run_1/placement_by_type.png
Fill, decap, tap and diode cells in grey.
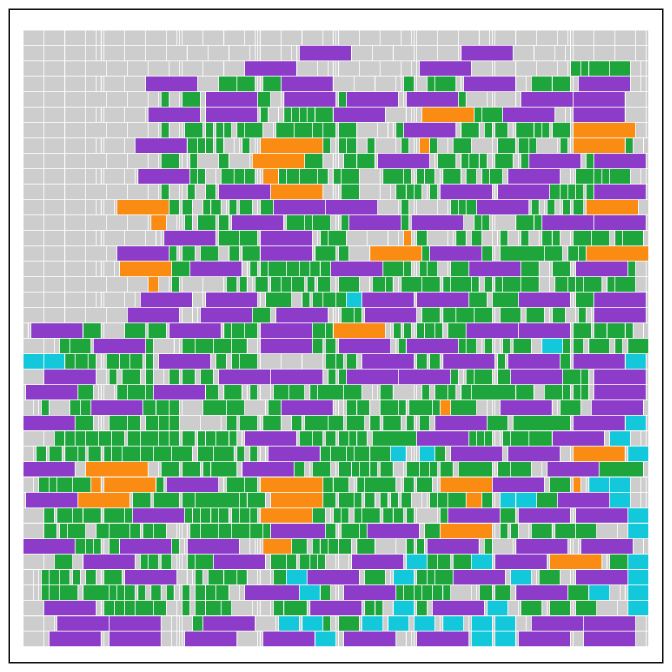
run_1/layer_met3.png
Scale bar: 20 um.
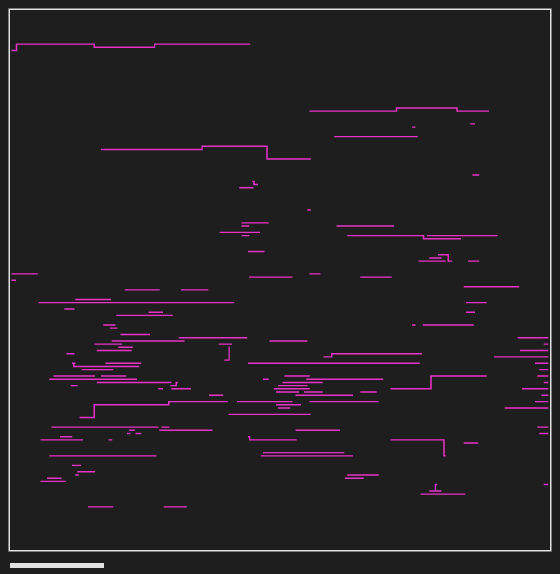
run_1/clocks.png
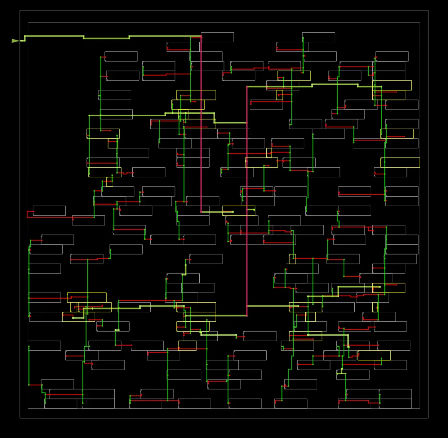
File: config.mk
export PLATFORM = sky130hd
export DESIGN_NAME = digital_lock_ctrl_flat
export DESIGN_NICKNAME = d
export VERILOG_FILES = /design/src/rtl/digital_lock_ctrl_if.sv /design/src/rtl/digital_lock_ctrl.sv /design/src/flat_wrapper.sv
export SDC_FILE = /design/constraint.sdc
export NUM_CORES = 1
export LEC_CHECK = 0
export CORE_MARGIN = 2
export CORE_UTILIZATION = 60
export CTS_CLUSTER_SIZE = 30
export DETAILED_ROUTE_END_ITERATION = 10
export PLACE_DENSITY = 0.86
export SETUP_SLACK_MARGIN = 0.4
export SLEW_MARGIN = 25
export SYNTH_ARGS = -nofsm -noshare
export SYNTH_HDL_FRONTEND = slang
export SYNTH_SLANG_ARGS = --single-unit
File: constraint.sdc
create_clock -name clock -period 6.6 [get_ports clock]
set_input_delay 1.32 -clock clock [delete_from_list [all_inputs] [get_ports clock]]
set_output_delay 1.32 -clock clock [all_outputs]
set_load 0.01 [all_outputs]
File: src/rtl/digital_lock_ctrl_if.sv
// Front-panel bus between the key conditioning logic, the lock controller
// and the display/LED drivers.
//   key              : conditioned push-buttons, active-high (4-bit digit code)
//   lock_flag        : lock engaged
//   create_pwd_flag  : controller is taking a new password
//   confirm_pwd_flag : controller is taking the confirmation of a new password
//   enter_pwd_flag   : controller is taking an unlock attempt
//   error_flag       : controller is showing an error
//   lockout_flag     : controller is locked out after too many wrong attempts
//   attempts_left    : remaining tries before lockout
//   display_digits   : hex nibbles for the 7-seg driver, nibble 0 = rightmost
// master: the side that drives keys and consumes status.
// slave : the lock controller.
interface digital_lock_ctrl_if #(
  parameter int unsigned NUM_DISPLAYS = 6,
  parameter int unsigned MAX_ATTEMPTS = 3
) ();
  logic [3:0]                            key;
  logic                                  lock_flag;
  logic                                  create_pwd_flag;
  logic                                  confirm_pwd_flag;
  logic                                  enter_pwd_flag;
  logic                                  error_flag;
  logic                                  lockout_flag;
  logic [$clog2(MAX_ATTEMPTS+1)-1:0]     attempts_left;
  logic [NUM_DISPLAYS*4-1:0]             display_digits;

  modport master (
    output key,
    input  lock_flag, create_pwd_flag, confirm_pwd_flag, enter_pwd_flag,
    input  error_flag, lockout_flag, attempts_left, display_digits
  );

  modport slave (
    input  key,
    output lock_flag, create_pwd_flag, confirm_pwd_flag, enter_pwd_flag,
    output error_flag, lockout_flag, attempts_left, display_digits
  );
endinterface

File: src/rtl/digital_lock_ctrl.sv
// Digital-lock controller: rising-edge key capture, create/confirm password
// flow, attempt counter with timed lockout and a per-state idle timeout.
// Ports:
//   clock : system clock
//   reset : asynchronous, active-high reset
//   bus   : digital_lock_ctrl_if.slave (key in; flags, attempts_left and
//           display_digits out, all registered)
module digital_lock_ctrl #(
  parameter int unsigned PASSWORD_LENGTH = 4,
  parameter int unsigned NUM_DISPLAYS    = 6,
  parameter int unsigned MAX_IDLE        = 500000000,
  parameter int unsigned MAX_ATTEMPTS    = 3,
  parameter int unsigned LOCKOUT_CYCLES  = 1500000000
) (
  input logic                clock,
  input logic                reset,
  digital_lock_ctrl_if.slave bus
);
  localparam int unsigned PW = PASSWORD_LENGTH * 4;
  localparam int unsigned DW = NUM_DISPLAYS * 4;
  localparam int unsigned AW = $clog2(MAX_ATTEMPTS + 1);
  localparam int unsigned CW = $clog2(PASSWORD_LENGTH + 1);
  localparam int unsigned IW = $clog2(MAX_IDLE + 1);
  localparam int unsigned LW = $clog2(LOCKOUT_CYCLES + 1);
  localparam logic [DW-1:0] ALL_E = {NUM_DISPLAYS{4'hE}};
  localparam logic [DW-1:0] ALL_F = {NUM_DISPLAYS{4'hF}};

  typedef enum logic [2:0] {
    S_UNLOCKED, S_CREATE, S_CONFIRM, S_LOCKED, S_ENTER, S_ERROR, S_LOCKOUT
  } state_t;

  state_t          r_state;
  logic            r_ret_locked;   // ERROR returns to LOCKED when set, else UNLOCKED
  logic [3:0]      r_prev_key;
  logic [CW-1:0]   r_cnt;
  logic [PW-1:0]   r_buf;
  logic [PW-1:0]   r_cand;
  logic [PW-1:0]   r_pwd;
  logic [IW-1:0]   r_idle;
  logic [LW-1:0]   r_lock;
  logic [AW-1:0]   r_attempts;
  logic [DW-1:0]   r_disp;
  logic [5:0]      r_flags;        // {lock, create, confirm, enter, error, lockout}

  logic            w_press;
  logic            w_last;
  logic            w_timeout;
  logic            w_in_enter;
  logic [PW-1:0]   w_buf_next;
  logic [PW-1:0]   w_disp_lo;

  // Flags are loaded together with the state they describe so they stay registered.
  function automatic logic [5:0] flags_of(state_t s, logic ret_locked);
    logic [5:0] f;
    f = '0;
    case (s)
      S_CREATE:  f[4] = 1'b1;
      S_CONFIRM: f[3] = 1'b1;
      S_LOCKED:  f[5] = 1'b1;
      S_ENTER:   f    = 6'b100100;
      S_ERROR:   f    = {ret_locked, 4'b0001, 1'b0};
      S_LOCKOUT: f    = 6'b100001;
      default:   f    = '0;
    endcase
    return f;
  endfunction

  assign w_press    = (bus.key != 4'h0) && (r_prev_key == 4'h0);
  assign w_last     = (r_cnt == CW'(PASSWORD_LENGTH - 1));
  // A press in the same cycle as the idle limit wins.
  assign w_timeout  = !w_press && (r_idle == IW'(MAX_IDLE - 1));
  assign w_in_enter = (r_state == S_ENTER);
  assign w_buf_next = (r_buf << 4) | PW'(bus.key);
  assign w_disp_lo  = (r_disp[PW-1:0] << 4) | PW'(bus.key);

  always_ff @(posedge clock or posedge reset) begin
    if (reset) begin
      r_state      <= S_UNLOCKED;
      r_ret_locked <= 1'b0;
      r_prev_key   <= '0;
      r_cnt        <= '0;
      r_buf        <= '0;
      r_cand       <= '0;
      r_pwd        <= '0;
      r_idle       <= '0;
      r_lock       <= '0;
      r_attempts   <= AW'(MAX_ATTEMPTS);
      r_disp       <= '0;
      r_flags      <= '0;
    end else begin
      r_prev_key <= bus.key;
      case (r_state)
        S_UNLOCKED, S_LOCKED: begin
          r_disp <= '0;
          if (w_press) begin
            r_state <= (r_state == S_UNLOCKED) ? S_CREATE : S_ENTER;
            r_flags <= (r_state == S_UNLOCKED) ? flags_of(S_CREATE, 1'b0)
                                               : flags_of(S_ENTER, 1'b1);
          end
        end

        S_CREATE, S_CONFIRM, S_ENTER: begin
          if (w_press) begin
            r_idle <= '0;
            if (!w_last) begin
              r_cnt  <= r_cnt + 1'b1;
              r_buf  <= w_buf_next;
              r_disp <= DW'(w_disp_lo);
            end else begin
              // Last digit: w_buf_next is the full entry including this key.
              r_cnt <= '0;
              r_buf <= '0;
              case (r_state)
                S_CREATE: begin
                  r_cand  <= w_buf_next;
                  r_state <= S_CONFIRM;
                  r_flags <= flags_of(S_CONFIRM, 1'b0);
                  r_disp  <= '0;
                end
                S_CONFIRM: begin
                  r_cand <= '0;
                  if (w_buf_next == r_cand) begin
                    r_pwd   <= r_cand;
                    r_state <= S_LOCKED;
                    r_flags <= flags_of(S_LOCKED, 1'b0);
                    r_disp  <= '0;
                  end else begin
                    r_state      <= S_ERROR;
                    r_ret_locked <= 1'b0;
                    r_flags      <= flags_of(S_ERROR, 1'b0);
                    r_disp       <= ALL_E;
                  end
                end
                default: begin
                  if (w_buf_next == r_pwd) begin
                    r_pwd      <= '0;
                    r_attempts <= AW'(MAX_ATTEMPTS);
                    r_state    <= S_UNLOCKED;
                    r_flags    <= flags_of(S_UNLOCKED, 1'b0);
                    r_disp     <= '0;
                  end else if (r_attempts > AW'(1)) begin
                    r_attempts   <= r_attempts - 1'b1;
                    r_state      <= S_ERROR;
                    r_ret_locked <= 1'b1;
                    r_flags      <= flags_of(S_ERROR, 1'b1);
                    r_disp       <= ALL_E;
                  end else begin
                    r_attempts <= '0;
                    r_lock     <= '0;
                    r_state    <= S_LOCKOUT;
                    r_flags    <= flags_of(S_LOCKOUT, 1'b0);
                    r_disp     <= ALL_F;
                  end
                end
              endcase
            end
          end else if (w_timeout) begin
            r_idle       <= '0;
            r_cnt        <= '0;
            r_buf        <= '0;
            r_state      <= S_ERROR;
            r_ret_locked <= w_in_enter;
            r_flags      <= flags_of(S_ERROR, w_in_enter);
            r_disp       <= ALL_E;
            if (!w_in_enter) r_cand <= '0;
          end else begin
            r_idle <= r_idle + 1'b1;
          end
        end

        S_ERROR: begin
          if (w_press) begin
            r_state <= r_ret_locked ? S_LOCKED : S_UNLOCKED;
            r_flags <= r_ret_locked ? flags_of(S_LOCKED, 1'b1)
                                    : flags_of(S_UNLOCKED, 1'b0);
            r_disp  <= '0;
          end
        end

        S_LOCKOUT: begin
          if (r_lock == LW'(LOCKOUT_CYCLES - 1)) begin
            r_lock     <= '0;
            r_attempts <= AW'(MAX_ATTEMPTS);
            r_state    <= S_LOCKED;
            r_flags    <= flags_of(S_LOCKED, 1'b0);
            r_disp     <= '0;
          end else begin
            r_lock <= r_lock + 1'b1;
          end
        end

        default: begin
          r_state <= S_UNLOCKED;
          r_flags <= '0;
          r_disp  <= '0;
        end
      endcase
    end
  end

  assign bus.lock_flag        = r_flags[5];
  assign bus.create_pwd_flag  = r_flags[4];
  assign bus.confirm_pwd_flag = r_flags[3];
  assign bus.enter_pwd_flag   = r_flags[2];
  assign bus.error_flag       = r_flags[1];
  assign bus.lockout_flag     = r_flags[0];
  assign bus.attempts_left    = r_attempts;
  assign bus.display_digits   = r_disp;
endmodule

File: src/flat_wrapper.sv
// flat-port wrapper written by rule: the top's interface ports become plain ports
module digital_lock_ctrl_flat 
#(
  parameter int unsigned PASSWORD_LENGTH = 4,
  parameter int unsigned NUM_DISPLAYS    = 6,
  parameter int unsigned MAX_IDLE        = 500000000,
  parameter int unsigned MAX_ATTEMPTS    = 3,
  parameter int unsigned LOCKOUT_CYCLES  = 1500000000
)
  (clock, reset, bus_key, bus_lock_flag, bus_create_pwd_flag, bus_confirm_pwd_flag, bus_enter_pwd_flag, bus_error_flag, bus_lockout_flag, bus_attempts_left, bus_display_digits);
  digital_lock_ctrl_if #(.NUM_DISPLAYS(NUM_DISPLAYS), .MAX_ATTEMPTS(MAX_ATTEMPTS)) bus_i ();
  input logic clock;
  input logic reset;
  input wire logic [$bits(bus_i.key)-1:0] bus_key;
  output wire logic [$bits(bus_i.lock_flag)-1:0] bus_lock_flag;
  output wire logic [$bits(bus_i.create_pwd_flag)-1:0] bus_create_pwd_flag;
  output wire logic [$bits(bus_i.confirm_pwd_flag)-1:0] bus_confirm_pwd_flag;
  output wire logic [$bits(bus_i.enter_pwd_flag)-1:0] bus_enter_pwd_flag;
  output wire logic [$bits(bus_i.error_flag)-1:0] bus_error_flag;
  output wire logic [$bits(bus_i.lockout_flag)-1:0] bus_lockout_flag;
  output wire logic [$bits(bus_i.attempts_left)-1:0] bus_attempts_left;
  output wire logic [$bits(bus_i.display_digits)-1:0] bus_display_digits;
  assign bus_i.key = bus_key;
  assign bus_lock_flag = bus_i.lock_flag;
  assign bus_create_pwd_flag = bus_i.create_pwd_flag;
  assign bus_confirm_pwd_flag = bus_i.confirm_pwd_flag;
  assign bus_enter_pwd_flag = bus_i.enter_pwd_flag;
  assign bus_error_flag = bus_i.error_flag;
  assign bus_lockout_flag = bus_i.lockout_flag;
  assign bus_attempts_left = bus_i.attempts_left;
  assign bus_display_digits = bus_i.display_digits;
  digital_lock_ctrl #(.PASSWORD_LENGTH(PASSWORD_LENGTH), .NUM_DISPLAYS(NUM_DISPLAYS), .MAX_IDLE(MAX_IDLE), .MAX_ATTEMPTS(MAX_ATTEMPTS), .LOCKOUT_CYCLES(LOCKOUT_CYCLES)) u_core (.clock(clock), .reset(reset), .bus(bus_i));
endmodule
==> flow_metrics.py, run 1 <==
# Flow results
metrics = {
    "status": {
        "status": "completed",
    },
    "global_routing": {
        "grt_max_degree": 84,
        "grt_use_total_pct": 27.50,
    },
    "synth": {
        "syn_inst": 778,
        "async_reset_ff_share_pct": 100.0,
        "syn_area_sq_mm": 0.007398,
        "ys_cells": 778,
        "syn_area_per_cell_sq_um": 9.509,
        "synthTopLogicFamily": "simple AND/OR/NAND/NOR gates",
        "synth_area_leader_cell": "dfrtp_1",
        "aoi_share_pct": 14.46,
        "netlist_top_cells_count": "dfrtp_1 (139), nand2_1 (118), nor2_1 (63), o21ai_0 (50), xnor2_1 (39)",
    },
    "power": {
        "ir_worst_vdd_uv": 303.8,
        "switchingPower_mw": 1.070,
        "combPwrFrac_pct": 24.5,
        "p_comb_mw": 0.776,
        "power_sequential_mw": 1.35,
    },
    "setup_path": {
        "path_buffers": 1,
        "worstSetupPathType": "in2reg",
        "cpLargestDelayFamily": "simple AND/OR/NAND/NOR gates",
        "cp.required_ps": 6860,
        "path_depth": 7,
        "path_cells": "clkdlybuf4s50_1 -> o41ai_4 -> nor2_1 -> nor2_1 -> nand2_1 -> nand2_1 -> o21ai_0",
        "end_kind": "flop",
    },
    "route": {
        "final_antenna_net_count": 0,
    },
    "finish": {
        "inv_count": 24,
        "layout.nets": 802,
        "drive_above_1_share_pct": 8.065,
    },
    "final_timing": {
        "setup_viol_count_final": 0,
        "rsz0062_at_grt": "no",
        "setup_ws_ps": 2283,
        "fmax_mhz": 231.6,
    },
    "clock_tree": {
        "cts-resized-gates": 0,
        "cts_tree": "yes",
    },
    "flow_run": {
        "maxCapViolCount": 0,
        "warnings": 26,
    },
    "min_path": {
        "min_path_type": "reg2reg",
    },
}
Back to the opening pictures, placement_by_type.png:
flops: shown in purple, cells 141, share of their area 43%. combinational and other logic: shown in green, cells 592, share of their area 44%. clock drivers and dummy loads: shown in orange, cells 32, share of their area 7.8%. other buffers and delay cells: shown in cyan, cells 41, share of their area 4.9%.
Final Cell Area: 0.008407 sq mm
post-layout util: 69.99%
# rows: 40
fraction of area in registers: 42.00%
core area: 0.01201 sq mm

Back to the opening pictures, layer_met3.png:
The layer carries 1010 um of wire. The layer holds 5.9% of the routed length. The wires run mostly horizontal.
M3 GR Usage: 6.115%
final wirelength: 17170 um
Via Count: 6012

Back to the opening pictures, clocks.png:
clock sinks: 141
CTS Buf Count: 17
clock skew: 8.026 ps
CLK BUF: 20

--- run 2 (diff from run 1) ---
==> constraint.sdc (replaced) <==
create_clock -name clock -period 4.2 [get_ports clock]
set_input_delay 0.84 -clock clock [delete_from_list [all_inputs] [get_ports clock]]
set_output_delay 0.84 -clock clock [all_outputs]
set_load 0.01 [all_outputs]
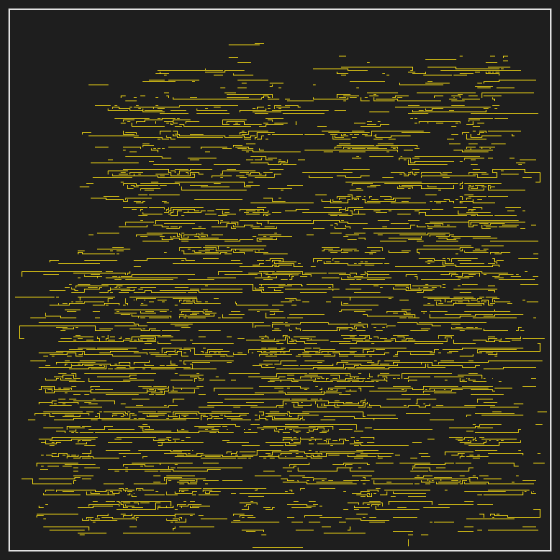
run_2/layer_met1.png
The longest straight run is 32.2 um. The layer holds 43% of the routed length. The layer carries 7270 um of wire. The wires run mostly horizontal. 751 nets have wire on it.
final wirelength: 17080 um
met1 usage: 36.04%
Via Count: 6061

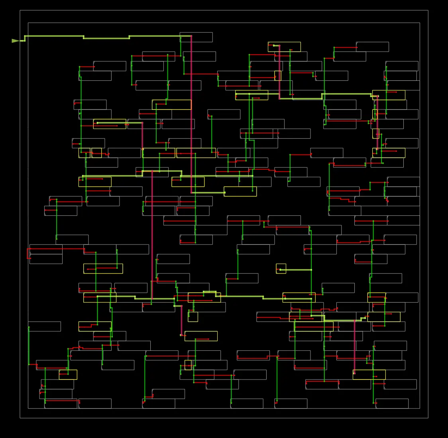
run_2/clocks.png
Clk Latency, worst-skew pair: 430 ps
P_clk: 1.58 mW
flop count: 141
clock skew: 8.909 ps

==> run 2 against run 1 <==
  * Power up 56%
  * Sequential cell count unchanged
  * Critical path depth up 1
  * Sequential share of layout area down 0.37 points
  * Clock-buffer cell count unchanged
  * Synthesized cell count unchanged
  * Die size unchanged
  * Clock power up 52%
  * Routed wire length down 0.57%
  * Register-to-register slack worse by 2100 ps
  * Synthesized area unchanged
  * Hold slack better by 8.5 ps
  * Largest power group unchanged
==> flow_metrics.py, run 2 <==
# Flow results
metrics = {
    "setup_path": {
        "end_kind": "flop",
        "r2r_start": "u_core.r_state[1]",
        "slowest_delay_ps": 680,
        "cpLargestDelayFamily": "AND-OR/OR-AND gates",
        "worstSetupPathType": "in2reg",
        "critical_path.slowest_cell": "o41ai_4",
        "cp.required_ps": 4510,
        "path_depth": 8,
        "path_buffers": 2,
        "path_cells": "clkdlybuf4s50_1 -> o41ai_4 -> buf_4 -> or3_1 -> o31a_1 -> and4bb_1 -> xnor2_1 -> nor2_1",
        "r2r-end": "u_core.r_idle[21]",
    },
    "synth": {
        "synthTopLogicFamily": "simple AND/OR/NAND/NOR gates",
        "yosysUniqueCellTypes": 69,
        "ff_type": "dfrtp_1",
        "topCellsByArea": "dfrtp_1 (47%), nand2_1 (6.0%), xnor2_1 (4.6%)",
        "ys_cells": 778,
        "synth_area_leader_cell": "dfrtp_1",
        "syn_area_per_cell_sq_um": 9.509,
        "postSynthSeqShare_pct": 47.73,
        "synthXorXnorAreaFrac_pct": 7.678,
        "netlist_top_cells_count": "dfrtp_1 (139), nand2_1 (118), nor2_1 (63), o21ai_0 (50), xnor2_1 (39)",
        "async_reset_ff_share_pct": 100.0,
        "synth-seq-cells": 141,
        "aoi_share_pct": 14.46,
        "syn_area_sq_mm": 0.007398,
        "syn_nets": 787,
        "syn_inst": 778,
    },
    "global_routing": {
        "grt_use_total_pct": 27.51,
        "grt_max_degree": 82,
        "grt_pass1_wl_um": 28940,
        "met3_usage_pct": 6.537,
        "grt_util_met2_pct": 45.22,
        "grt_pass1_vias": 5985,
    },
    "power": {
        "clockPowerShare_pct": 32.1,
        "p_int_mw": 3.247,
        "p_comb_mw": 1.21,
        "ir_worst_vdd_uv": 336.1,
        "combPwrFrac_pct": 24.6,
        "switchingPower_mw": 1.670,
        "power_sequential_mw": 2.13,
    },
    "status": {
        "status": "completed",
    },
    "clock_tree": {
        "htree_levels": 4,
        "cts_tree": "yes",
        "cts_buffers": 17,
        "cts.sinks": 141,
        "cts-resized-gates": 0,
    },
    "final_timing": {
        "setup_viol_count_final": 0,
        "rsz0062_at_grt": "no",
        "setup_ws_ps": 922.3,
        "fmax_mhz": 305.1,
    },
    "placed_design": {
        "dp_hpwl_um": 11320,
        "dpl_worst_slack_ps": 595.4,
    },
    "finish": {
        "buffers": 52,
        "num_antenna_cells": 0,
        "nClkBuffers": 20,
        "stdcell_count": 963,
        "post-route-util_pct": 70.61,
        "syn2layout_area_growth_pct": 14.65,
        "layout.nets": 813,
        "inv_count": 24,
        "drive_above_1_share_pct": 9.314,
        "sh_seq_area_pct": 41.63,
        "clock_cell_area_share_pct": 7.346,
        "comb_area_share_pct": 41.91,
        "final_cell_area_sq_mm": 0.008482,
        "largest-register": "u_core.r_lock",
        "most-common-layout-cells": "dfrtp_1 (139), nand2_1 (118), nor2_1 (62), o21ai_0 (50), xnor2_1 (39)",
    },
    "die": {
        "fp_util_pct": 61.59,
        "core_area_sq_mm": 0.01201,
        "num_rows": 40,
    },
    "route": {
        "final_antenna_net_count": 0,
        "routedWlPerCell_um": 17.73,
        "dr.max_layer_used": "met4",
    },
    "flow_run": {
        "maxCapViolCount": 0,
        "warnings": 26,
    },
    "min_path": {
        "min_path_type": "reg2reg",
    },
}
--- run 3 (diff from run 2) ---
==> constraint.sdc (replaced) <==
create_clock -name clock -period 3.33 [get_ports clock]
set_input_delay 0.666 -clock clock [delete_from_list [all_inputs] [get_ports clock]]
set_output_delay 0.666 -clock clock [all_outputs]
set_load 0.01 [all_outputs]
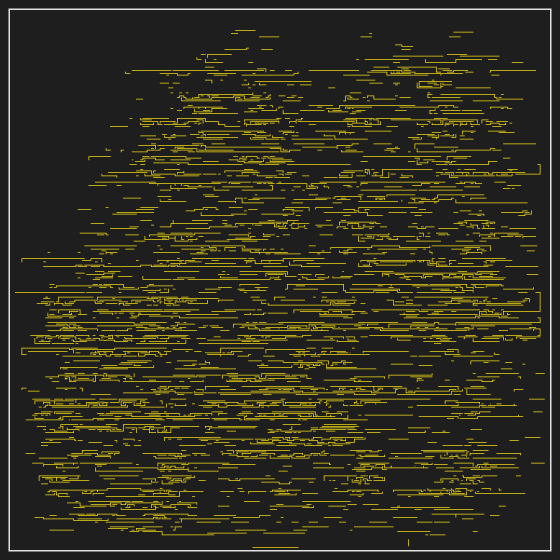
run_3/layer_met1.png
The layer carries 7200 um of wire. The wires run mostly horizontal.
met1 usage: 34.89%
Via Count: 6057

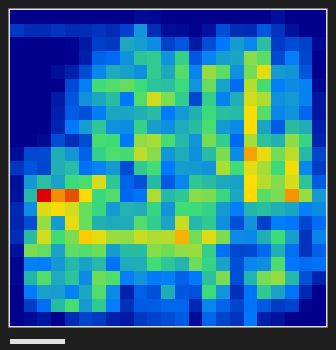
run_3/metal_density.png
Scale bar: 20 um. The die is cut into 23 by 23 equal tiles; dark blue is low, red is high, scaled to the fullest tile. Values are wire area over tile area, all layers added.
The fullest tile reaches 0.67. The emptiest ninth of the die: north-west. The densest ninth of the die: east.
final wirelength: 17100 um
Avg WL per Cell: 17.50 um
Total GRT Usage: 27.82%

==> run 3 against run 2 <==
  * Critical path depth grew 2
  * Combinational power increased by 32%
  * Sequential power is 24% higher
  * Non-clock buffer count increased by 13
  * Routed wire length is 0.12% higher
  * Global-route usage increased by 0.31 points
  * Synthesized cell count is the same
  * Core utilization grew 0.32 points
  * Critical endpoint is now u_core.r_lock[28]
  * Largest power group unchanged
  * Highest routed layer unchanged
==> flow_metrics.py, run 3 <==
# Flow results
metrics = {
    "setup_path": {
        "cp.required_ps": 3670,
        "cpLargestDelayFamily": "buffers and inverters",
        "slowest_delay_ps": 680,
        "path_depth": 10,
        "r2r_start": "u_core.r_state[1]",
        "path_buffers": 3,
        "path_cells": "clkdlybuf4s50_1 -> xnor2_1 -> nand4_1 -> nor4_4 -> buf_4 -> nor2_2 -> buf_4 -> o2111a_1 -> a31o_2 -> a21oi_1",
        "worstSetupPathType": "in2reg",
        "r2r-end": "u_core.r_pwd[2]",
    },
    "finish": {
        "stdcell_count": 977,
        "num_antenna_cells": 0,
        "comb_area_share_pct": 41.76,
        "buffers": 65,
        "syn2layout_area_growth_pct": 15.17,
        "nClkBuffers": 19,
        "drive_above_1_share_pct": 11.08,
        "largest-register": "u_core.r_lock",
        "most-common-layout-cells": "dfrtp_1 (139), nand2_1 (118), nor2_1 (62), o21ai_0 (50), xnor2_1 (39)",
        "final_cell_area_sq_mm": 0.008521,
        "layout.nets": 826,
        "sh_seq_area_pct": 41.44,
        "clock_cell_area_share_pct": 6.402,
        "post-route-util_pct": 70.94,
        "inv_count": 24,
        "flops": 141,
    },
    "final_timing": {
        "rsz0062_at_grt": "no",
        "setup_ws_ps": 557.1,
        "finalHoldViolCount": 0,
        "setup_viol_count_final": 0,
        "clock-skew-final_ps": 8.248,
        "fmax_mhz": 360.6,
    },
    "synth": {
        "synth-seq-cells": 141,
        "synthXorXnorAreaFrac_pct": 7.678,
        "netlist_top_cells_count": "dfrtp_1 (139), nand2_1 (118), nor2_1 (63), o21ai_0 (50), xnor2_1 (39)",
        "syn_area_per_cell_sq_um": 9.509,
        "ys_cells": 778,
        "syn_inst": 778,
        "topCellsByArea": "dfrtp_1 (47%), nand2_1 (6.0%), xnor2_1 (4.6%)",
        "aoi_share_pct": 14.46,
        "synth_area_leader_cell": "dfrtp_1",
        "yosysUniqueCellTypes": 69,
        "ys_warn_count": 0,
        "syn_area_sq_mm": 0.007398,
        "ff_type": "dfrtp_1",
        "postSynthSeqShare_pct": 47.73,
        "synth.most_common_cell": "dfrtp_1",
        "syn_nets": 787,
        "simple_gate_area_share_pct": 22.70,
        "synthTopLogicFamily": "simple AND/OR/NAND/NOR gates",
        "async_reset_ff_share_pct": 100.0,
    },
    "clock_tree": {
        "htree_levels": 4,
        "clkLatencyLatePin_ps": 430,
        "cts-resized-gates": 0,
        "cts.sinks": 141,
        "cts_buffers": 17,
        "cts_tree": "yes",
    },
    "die": {
        "num_rows": 40,
        "core_area_sq_mm": 0.01201,
        "ioPinCount": 38,
        "fp_util_pct": 61.59,
    },
    "global_routing": {
        "grt_pass1_vias": 6087,
        "grt_util_met2_pct": 46.39,
        "grt_pass1_wl_um": 29010,
        "met3_usage_pct": 6.273,
        "grt_max_degree": 142,
    },
    "power": {
        "powerClk_mw": 1.74,
        "ir_worst_vdd_uv": 446.3,
        "clockPowerShare_pct": 29.1,
        "switchingPower_mw": 2.136,
        "combPwrFrac_pct": 26.7,
        "p_comb_mw": 1.60,
        "p_int_mw": 3.836,
    },
    "route": {
        "final_antenna_net_count": 0,
        "dr.max_layer_used": "met4",
        "drt-pass1-iter-count": 5,
    },
    "status": {
        "status": "completed",
    },
    "flow_run": {
        "maxCapViolCount": 0,
        "warnings": 29,
    },
    "placed_design": {
        "dp_hpwl_um": 11510,
        "dp_cells": 943,
        "dpl_worst_slack_ps": 64.38,
    },
    "min_path": {
        "min_path_type": "reg2reg",
        "worst_hold_path.endpoint": "u_core.r_flags[2]",
    },
}
Power and IR drop assume default switching activity.
